`src/rtl/custom_adder_pkg.sv`:
```
// Shared defaults and chunk-geometry helpers for the pipelined custom adder.
package custom_adder_pkg;

  localparam int DEF_WA     = 41;
  localparam int DEF_WB     = 21;
  localparam int DEF_STAGES = 3;

  function automatic int chunk_w(input int wa, input int stages);
    return (wa + stages - 1) / stages;
  endfunction

  function automatic int chunk_lo(input int k, input int wa, input int stages);
    return k * chunk_w(wa, stages);
  endfunction

  // The last chunk is clipped to the operand width, so it may be narrower.
  function automatic int chunk_hi(input int k, input int wa, input int stages);
    int top;
    top = (k + 1) * chunk_w(wa, stages);
    return ((top < wa) ? top : wa) - 1;
  endfunction

endpackage

```
`src/rtl/adder_chunk.sv`:
```
// Combinational W-bit slice of the split carry chain: s + cout = a + b + cin.
module adder_chunk #(
  parameter int W = 8
) (
  input  logic [W-1:0] a,
  input  logic [W-1:0] b,
  input  logic         cin,
  output logic [W-1:0] s,
  output logic         cout
);

  logic [W:0] full;

  assign full = {1'b0, a} + {1'b0, b} + {{W{1'b0}}, cin};
  assign s    = full[W-1:0];
  assign cout = full[W];

endmodule

```
`src/rtl/pipelined_custom_adder.sv`:
```
// WA + WB adder whose carry chain is cut into STAGES registered chunks with valid/ready flow control.
// Define PIPELINED_CUSTOM_ADDER_SIGNED_EN for a two's-complement build (B sign-extended, sum[WA] = sign).
module pipelined_custom_adder
  import custom_adder_pkg::*;
#(
  parameter int WA     = DEF_WA,
  parameter int WB     = DEF_WB,
  parameter int STAGES = DEF_STAGES
) (
  input  logic          clk,
  input  logic          rst,
  input  logic          in_valid,
  output logic          in_ready,
  input  logic [WA-1:0] a,
  input  logic [WB-1:0] b,
  output logic          out_valid,
  input  logic          out_ready,
  output logic [WA:0]   sum
);

  localparam int LAST = STAGES - 1;

  logic [STAGES-1:0] vld;
  logic [STAGES-1:0] adv;
  logic [STAGES-1:0] load;

  function automatic logic [WA-1:0] ext_b(input logic [WB-1:0] v);
`ifdef PIPELINED_CUSTOM_ADDER_SIGNED_EN
    logic signed [WB-1:0] sv;
    sv = v;
    return WA'(sv);
`else
    return WA'(v);
`endif
  endfunction

  // Backpressure ripples from the output toward the input; an empty stage always loads.
  always_comb begin
    adv        = '0;
    load       = '0;
    adv[LAST]  = vld[LAST] && out_ready;
    load[LAST] = !vld[LAST] || adv[LAST];
    for (int k = STAGES - 2; k >= 0; k--) begin
      adv[k]  = vld[k] && load[k+1];
      load[k] = !vld[k] || adv[k];
    end
  end

  for (genvar k = 0; k < STAGES; k++) begin : g_stage
    localparam int LO = chunk_lo(k, WA, STAGES);
    localparam int HI = chunk_hi(k, WA, STAGES);
    localparam int W  = HI - LO + 1;
    localparam int RW = WA - LO;

    logic [RW-1:0] rem_a;
    logic [RW-1:0] rem_b;
    logic          c_in;
    logic          v_in;
    logic [W-1:0]  ch_s;
    logic          ch_c;
    logic          c_nx;
    logic [HI:0]   s_nx;
    logic [HI:0]   s_p;
    logic          c_p;
    logic          vld_p;

    if (k == 0) begin : g_src
      assign rem_a = a;
      assign rem_b = ext_b(b);
      assign c_in  = 1'b0;
      assign v_in  = in_valid;
      assign s_nx  = ch_s;
    end else begin : g_src
      assign rem_a = g_stage[k-1].g_skew.a_p;
      assign rem_b = g_stage[k-1].g_skew.b_p;
      assign c_in  = g_stage[k-1].c_p;
      assign v_in  = vld[k-1];
      assign s_nx  = {ch_s, g_stage[k-1].s_p};
    end

    adder_chunk #(.W(W)) u_chunk (
      .a    (rem_a[W-1:0]),
      .b    (rem_b[W-1:0]),
      .cin  (c_in),
      .s    (ch_s),
      .cout (ch_c)
    );

    if (k == LAST) begin : g_top
`ifdef PIPELINED_CUSTOM_ADDER_SIGNED_EN
      assign c_nx = rem_a[RW-1] ^ rem_b[RW-1] ^ ch_c;
`else
      assign c_nx = ch_c;
`endif
    end else begin : g_top
      assign c_nx = ch_c;
    end

    // Stage k register: finished low bits, carry (or sign at the top), and unconsumed operand bits.
    if (k < LAST) begin : g_skew
      logic [RW-W-1:0] a_p;
      logic [RW-W-1:0] b_p;

      always_ff @(posedge clk or posedge rst) begin
        if (rst) begin
          a_p <= '0;
          b_p <= '0;
        end else if (load[k] && v_in) begin
          a_p <= rem_a[RW-1:W];
          b_p <= rem_b[RW-1:W];
        end
      end
    end

    always_ff @(posedge clk or posedge rst) begin
      if (rst) begin
        vld_p <= 1'b0;
        s_p   <= '0;
        c_p   <= 1'b0;
      end else if (load[k]) begin
        vld_p <= v_in;
        if (v_in) begin
          s_p <= s_nx;
          c_p <= c_nx;
        end
      end
    end

    assign vld[k] = vld_p;
  end

  assign in_ready  = load[0];
  assign out_valid = vld[LAST];
  assign sum       = {g_stage[LAST].c_p, g_stage[LAST].s_p};

endmodule

```
`config.mk`:
```
export PLATFORM = sky130hd
export DESIGN_NAME = pipelined_custom_adder
export DESIGN_NICKNAME = d
export VERILOG_FILES = /design/src/rtl/custom_adder_pkg.sv /design/src/rtl/adder_chunk.sv /design/src/rtl/pipelined_custom_adder.sv
export SDC_FILE = /design/constraint.sdc
export NUM_CORES = 1
export LEC_CHECK = 0
export CORE_MARGIN = 2
export CORE_UTILIZATION = 25
export DETAILED_ROUTE_END_ITERATION = 6
export GPL_TIMING_DRIVEN = 0
export SLEW_MARGIN = 5
export SYNTH_ARGS = -nofsm -noshare
export SYNTH_HDL_FRONTEND = slang
export SYNTH_SLANG_ARGS = --single-unit
```
`constraint.sdc`:
```
create_clock -name clk -period 7.3 [get_ports clk]
set_input_delay 2.19 -clock clk [delete_from_list [all_inputs] [get_ports clk]]
set_output_delay 2.19 -clock clk [all_outputs]
set_load 0.05 [all_outputs]
```
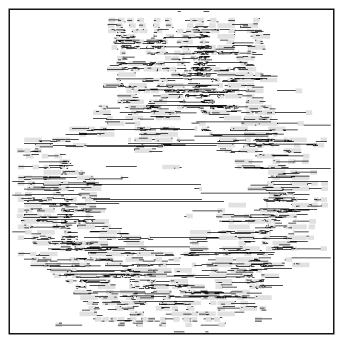
**Above:** run 1 (metal 1).
Drawn at 2 px/um.
644 nets have wire on it. The wires run mostly horizontal. The layer holds 47% of the routed length.

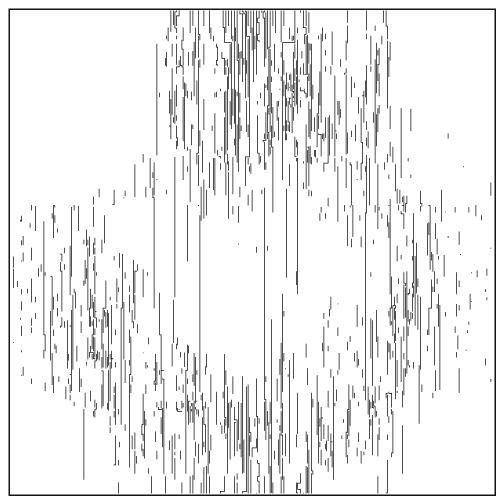
**Above:** run 1 (M2 wires).
Drawn at 3 px/um.
The layer carries 6,720 um of wire. 627 nets have wire on it. The layer holds 48% of the routed length. The wires run mostly vertical. The longest straight run is 70.5 um.
drt total wl: 13.9 mm
met2 Use GR: 0.178
vias post-DR: 4,200

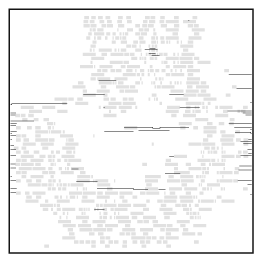
**Above:** run 1 (signal wires on met3).
Drawn at 1.5 px/um.
The layer holds 3.5% of the routed length. The longest straight run is 36.8 um. The layer carries 478 um of wire.
met3 Use GR: 0.0265

run 1: layout make-up:
cell class                 instances  area share
sequential                       136       0.408
multi-input combinational        336       0.320
timing repair buffer             110       0.134
clock buffer                      19      0.0520
tap                              324      0.0487
clock inverter                    13      0.0206
buffer                            21      0.0126
inverter                           6     0.00330
run 1: layer usage:
layer,vias to the layer above,track usage,part of all wire
met5,-,0,0
met4,0,0.0365,0.013
met3,14,0.0265,0.034
met2,69,0.178,0.48
met1,2081,0.148,0.47
li1,2036,-,-
run 1: worst max-delay path, delay by kind of cell:
family	cells	cell delay [ps]
buffers and inverters	2	1160
AND/OR/NAND/NOR	2	450
==> metrics.csv, run 1 <==
stage,metric,value,unit
status,outcome,"complete, no violations",
setup_path,cp_max_fo,4,
yosys,synth_top_cell_by_area,dfrtp_1,
setup_path,cpPeakStageDelay,760,ps
setup_path,startpoint,out_ready,
clock_network,tritoncts,built,
clock_network,cts-root-buf,clkbuf_16,
final_layout,top_regs,"g_stage.s_p x83, g_stage.g_skew.a_p x40, g_stage.g_skew.b_p x7",
placement,dpl_cell_area,7730,um2
placement,post-place-cells,933,
final_layout,final_layout_top_logic_cells,"136 x dfrtp_1, 109 x clkdlybuf4s50_1, 94 x mux2_2",
setup_path,timing.reg2reg.setup_slack,4880,ps
sta,max_slew_margin,0.625,
yosys,aoi_share,0.0842,
yosys,yosys_warnings,0,
setup_path,path_class,input pin to primary output,
setup_path,crit_path_cell_trace,clkdlybuf4s50_1 > nor2b_1 > nand3_1 > clkdlybuf4s50_1,
clock_network,cts_buffers,17,
run,drv_cap,0,
final_layout,final_nets,719,
sta,tightest_slew,563,ps
final_layout,fin_util,0.343,
global_routing,antenna_found_initial,0,
yosys,synth.top_cells.by_area,"dfrtp_1 55%, mux2_2 17%, ha_1 4.4%",
sta,fin_setup_tns,0,ps
die,core,24300,um2
power_and_ir_drop,powerDensity,364,nW/um2
die,rows,57,
power_and_ir_drop,ir_worst_vdd,0.000123,V
power_and_ir_drop,power.total,3.03,mW
yosys,logic_family,multiplexers,
detailed_routing,drt-initial-drc-count,182,
final_layout,num_antenna_cells,0,
yosys,yosysTopAreaCellShare,0.549,
power_and_ir_drop,pwr-share-seq,0.367,
final_layout,top_register,g_stage.s_p,
yosys,synth_cell_types,50,
power_and_ir_drop,pwr-share-clk,0.292,
global_routing,grt_pass1_vias,4218,
final_layout,largest_reg_flops,83,
yosys,ys_sh_xor,0.0466,
die,die_width,161,um
detailed_routing,drc,0,
final_layout,lay_top_count,dfrtp_1,
detailed_routing,wire_per_inst,14.4,um
die,die-area,26100,um2
clock_network,clock_path_buffers,2,
setup_path,crit_slowest_cell,clkdlybuf4s50_1,
run,warnings,26,
yosys,ys_cells,499,
sta,finalClockSkew,10.0,ps
worst_hold_path,hold_depth,2,
sta,finalMaxSlewViolations,0,
yosys,synth_area_per_cell,12.4,um2
yosys,yosysChipArea,6200,um2
yosys,ys.flops,136,
die,dieHeight,161,um
placement,port_buffers,109,
placement,gp_congestion,0.769,
final_layout,fillers,2415,
setup_path,cpMostUsedCell,clkdlybuf4s50_1,
global_routing,grt.total_usage,0.111,
detailed_routing,ant_nets,0,
sta,max_freq,167,MHz
yosys,ys_sh_mux,0.172,
yosys,fp_nets,590,
detailed_routing,vias_per_cell,4.35,
setup_path,worstSetupEndpointType,primary output,
setup_path,cp-endpoint,in_ready,
setup_path,reg2reg_depth,9,
yosys,synth-edff-count,0,
power_and_ir_drop,comb_cell_power,1.03,mW
sta,finalClockPeriodUsage,0.821,
yosys,ys_seq_share,0.549,
sta,hold_viol_final,0,
yosys,synthFlopType,dfrtp_1,
power_and_ir_drop,power.group.top,registers,
setup_path,start_kind,input pin,
setup_path,cp.required,5110,ps
setup_path,worst_ep_arrival_time,3810,ps
placement,dp_hpwl,10.4,mm
sta,postLayoutSetupSlackWorst,1300,ps
final_layout,seq_area,3400,um2
die,fp_util,0.255,
power_and_ir_drop,swShare,0.357,
die,io_pins,110,
worst_hold_path,hold_path_startpoint,g_stage[0].s_p[6],
clock_network,hold_buffers,0,
clock_network,ctsHtreeMaxLevel,4,
sta,rsz0062_at_grt,false,
setup_path,rr_endpoint,g_stage[1].s_p[26],
power_and_ir_drop,powerClk,0.884,mW
detailed_routing,drt_first_pass_iters,4,
yosys,fa_ha_area_frac,0.0541,
power_and_ir_drop,p_seq,1.11,mW
clock_network,clkTransAtPathRegs,60,ps
clock_network,clk_latency,420,ps
worst_hold_path,hold_path_class,flip-flop to flip-flop,
clock_network,clkSinkCount,136,
yosys,async_reset_ff_frac,1.00,
sta,timing.hold.ws,474,ps
yosys,syn_area,6200,um2
yosys,yosysMostFrequentCell,dfrtp_1,
yosys,syn_inst,499,
final_layout,combGateArea,2670,um2
sta,setup-violations-final,0,
final_layout,drive_gt1_frac,0.225,
--- run 2 (diff from run 1) ---
==> constraint.sdc (replaced) <==
create_clock -name clk -period 5.07 [get_ports clk]
set_input_delay 1.521 -clock clk [delete_from_list [all_inputs] [get_ports clk]]
set_output_delay 1.521 -clock clk [all_outputs]
set_load 0.05 [all_outputs]
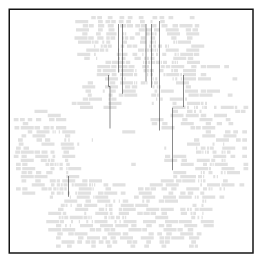
**Above:** run 2 (the metal 4 layer).
Drawn at 1.5 px/um.
The wires run mostly vertical. The layer carries 344 um of wire. 6 nets have wire on it. The layer holds 2.4% of the routed length.
drt total wl: 14.1 mm
vias post-DR: 4,206

==> run 2 against run 1 <==
  * Synthesized cell count unchanged
  * Critical path depth unchanged
  * Critical endpoint unchanged
  * Largest power group unchanged
  * First-iteration DRC count decreased by 17%
  * Via count increased by 0.14%
  * Clock skew increased by 6.7 ps
  * Non-clock buffer count increased by 3
  * Final cell count increased by 0.31%
  * Sequential power increased by 44%
  * Sequential cell count unchanged
  * Area after synthesis unchanged
==> metrics.csv, run 2 <==
stage,metric,value,unit
final_layout,lay_top_count,dfrtp_1,
setup_path,crit_family,buffers and inverters,
yosys,top_cells_by_count,"136 x dfrtp_1, 94 x mux2_2, 50 x nand2_1",
yosys,ys_cells,499,
global_routing,use_met3,0.0265,
global_routing,busiest_layer,met2,
final_layout,n_all_buffers,134,
final_layout,comb_share,0.320,
sta,tightest_slew,569,ps
global_routing,grt.total_usage,0.113,
worst_hold_path,hold_depth,1,
yosys,yosys_warnings,0,
yosys,synth_cell_types,50,
final_layout,num-multi-input-gates,336,
worst_hold_path,hold_path_startpoint,g_stage[1].s_p[18],
setup_path,path_depth,4,
yosys,synth-edff-count,0,
die,die-area,26100,um2
sta,timing.hold.ws,474,ps
power_and_ir_drop,ir_worst_vdd,0.000180,V
clock_network,tritoncts,built,
global_routing,grt_pass1_vias,4359,
die,core,24300,um2
setup_path,cp-endpoint,in_ready,
sta,max_freq,213,MHz
sta,max_slew_margin,0.620,
final_layout,final_area,8330,um2
run,warnings,26,
placement,post-place-cells,936,
final_layout,top_register,g_stage.s_p,
setup_path,path_class,input pin to primary output,
placement,gp_congestion,0.794,
sta,fin_setup_tns,0,ps
detailed_routing,ant_nets,0,
global_routing,antenna_found_initial,0,
die,fp_util,0.255,
yosys,fa_ha_area_frac,0.0541,
final_layout,n_all_inverters,6,
power_and_ir_drop,powerDensity,511,nW/um2
final_layout,fillers,2424,
placement,port_buffers,109,
sta,hold_viol_final,0,
detailed_routing,drt_first_pass_iters,4,
final_layout,top_regs,"g_stage.s_p x83, g_stage.g_skew.a_p x40, g_stage.g_skew.b_p x7",
sta,finalMaxSlewViolations,0,
detailed_routing,met1Wirelength,6.61,mm
final_layout,seq_area,3400,um2
yosys,yosysTopAreaCellShare,0.549,
yosys,ys_sh_mux,0.172,
final_layout,stdcell_count,968,
placement,dpl_cell_area,7780,um2
setup_path,cpMostUsedCell,clkdlybuf4s50_1,
global_routing,met2_usage,0.184,
setup_path,start_kind,input pin,
setup_path,startpoint,out_ready,
run,drv_cap,0,
sta,finalCriticalPeriod,4700,ps
setup_path,worst_ep_arrival_time,3180,ps
yosys,fp_nets,590,
placement,dp_hpwl,10.6,mm
yosys,ys.flops,136,
worst_hold_path,hold_path_class,flip-flop to flip-flop,
setup_path,timing.reg2reg.setup_slack,2650,ps
global_routing,grt_pass1_wl,22.9,mm
detailed_routing,drc,0,
detailed_routing,drt-initial-drc-count,151,
clock_network,ctsHtreeMaxLevel,4,
setup_path,worstSetupEndpointType,primary output,
status,outcome,"complete, no violations",
final_layout,seq_share,0.408,
final_layout,final_layout_top_logic_cells,"136 x dfrtp_1, 109 x clkdlybuf4s50_1, 94 x mux2_2",
yosys,syn_area,6200,um2
clock_network,cts_resized,0,
yosys,synth_top_cell_by_area,dfrtp_1,
detailed_routing,vias_per_cell,4.35,
sta,finalClockSkew,16.7,ps
sta,rsz0062_at_grt,false,
setup_path,crit_buf_inv,2,
die,num_tap_cells,324,
clock_network,clkTransAtPathRegs,60,ps
setup_path,reg2reg_depth,9,
final_layout,area_dominant_class,sequential cells,
die,io_pins,110,
final_layout,n_clock_buffer,18,
final_layout,combGateArea,2670,um2
setup_path,crit_path_cell_trace,clkdlybuf4s50_1 > nor2b_1 > nand3_1 > clkdlybuf4s50_1,
setup_path,cp.required,3550,ps
clock_network,clock_path_buffers,2,
final_layout,num_antenna_cells,0,
final_layout,drive_gt1_frac,0.230,
global_routing,grt.met1_usage,0.144,
yosys,synth_area_per_cell,12.4,um2
die,rows,57,
final_layout,syn_to_final_growth,34.4,%
die,dieHeight,161,um
die,die_width,161,um
final_layout,final_nets,722,
yosys,ys_sh_xor,0.0466,
yosys,aoi_share,0.0842,
clock_network,cts_buffers,17,
sta,finalClockPeriodUsage,0.927,
clock_network,cts-root-buf,clkbuf_16,
yosys,yosysMostFrequentCell,dfrtp_1,
yosys,ys_seq_share,0.549,
setup_path,regToRegStartpoint,g_stage[0].c_p,
final_layout,clock_area_frac,0.0664,
yosys,syn_inst,499,
yosys,synth.top_cells.by_area,"dfrtp_1 55%, mux2_2 17%, ha_1 4.4%",
setup_path,rr_endpoint,g_stage[1].s_p[26],
final_layout,largest_reg_flops,83,
detailed_routing,top_layer_used,met4,
setup_path,crit_slowest_cell,clkdlybuf4s50_1,
final_layout,buffer_area_frac,0.153,
clock_network,clkSinkCount,136,
yosys,logic_family,multiplexers,
detailed_routing,route.met3.wl,458,um
setup_path,cpPeakStageDelay,770,ps
setup_path,cp_max_fo,4,
worst_hold_path,hold_end,g_stage[1].s_p[18],
yosys,synthFlopType,dfrtp_1,
yosys,async_reset_ff_frac,1.00,
clock_network,hold_buffers,0,
detailed_routing,wl_met2,6.68,mm
final_layout,flops,136,
yosys,yosysChipArea,6200,um2
sta,setup-violations-final,0,
clock_network,clk_latency,420,ps
detailed_routing,wire_per_inst,14.6,um
power_and_ir_drop,power.total,4.26,mW
run 2: power breakdown:
group / leakage, nW / internal, mW / switching, mW / total (mW)
clock: 0.275 / 0.677 / 0.487 / 1.16
sequential: 1.63 / 1.41 / 0.192 / 1.60
combinational: 1.58 / 0.622 / 0.875 / 1.50
run 2: logic make-up (layout without fill, tap and decap cells):
group / count (synthesis) / in the layout
AND-OR/OR-AND: 83 / 83
adder cells (fa/ha/maj): 25 / 25
AND/OR/NAND/NOR: 100 / 100
flip-flops: 136 / 136
XOR/XNOR: 33 / 33
buffers and inverters: 27 / 172
multiplexers: 95 / 95
run 2: metrics by stage:
step	setup slack, ps	util
after CTS	377	0.343
after detailed placement	388	0.320
after floorplan	1400	-
after global routing	292	0.343
after global placement	385	0.317
final	371	0.343
Power figures rest on the tool's default switching activity, not on a simulated workload.
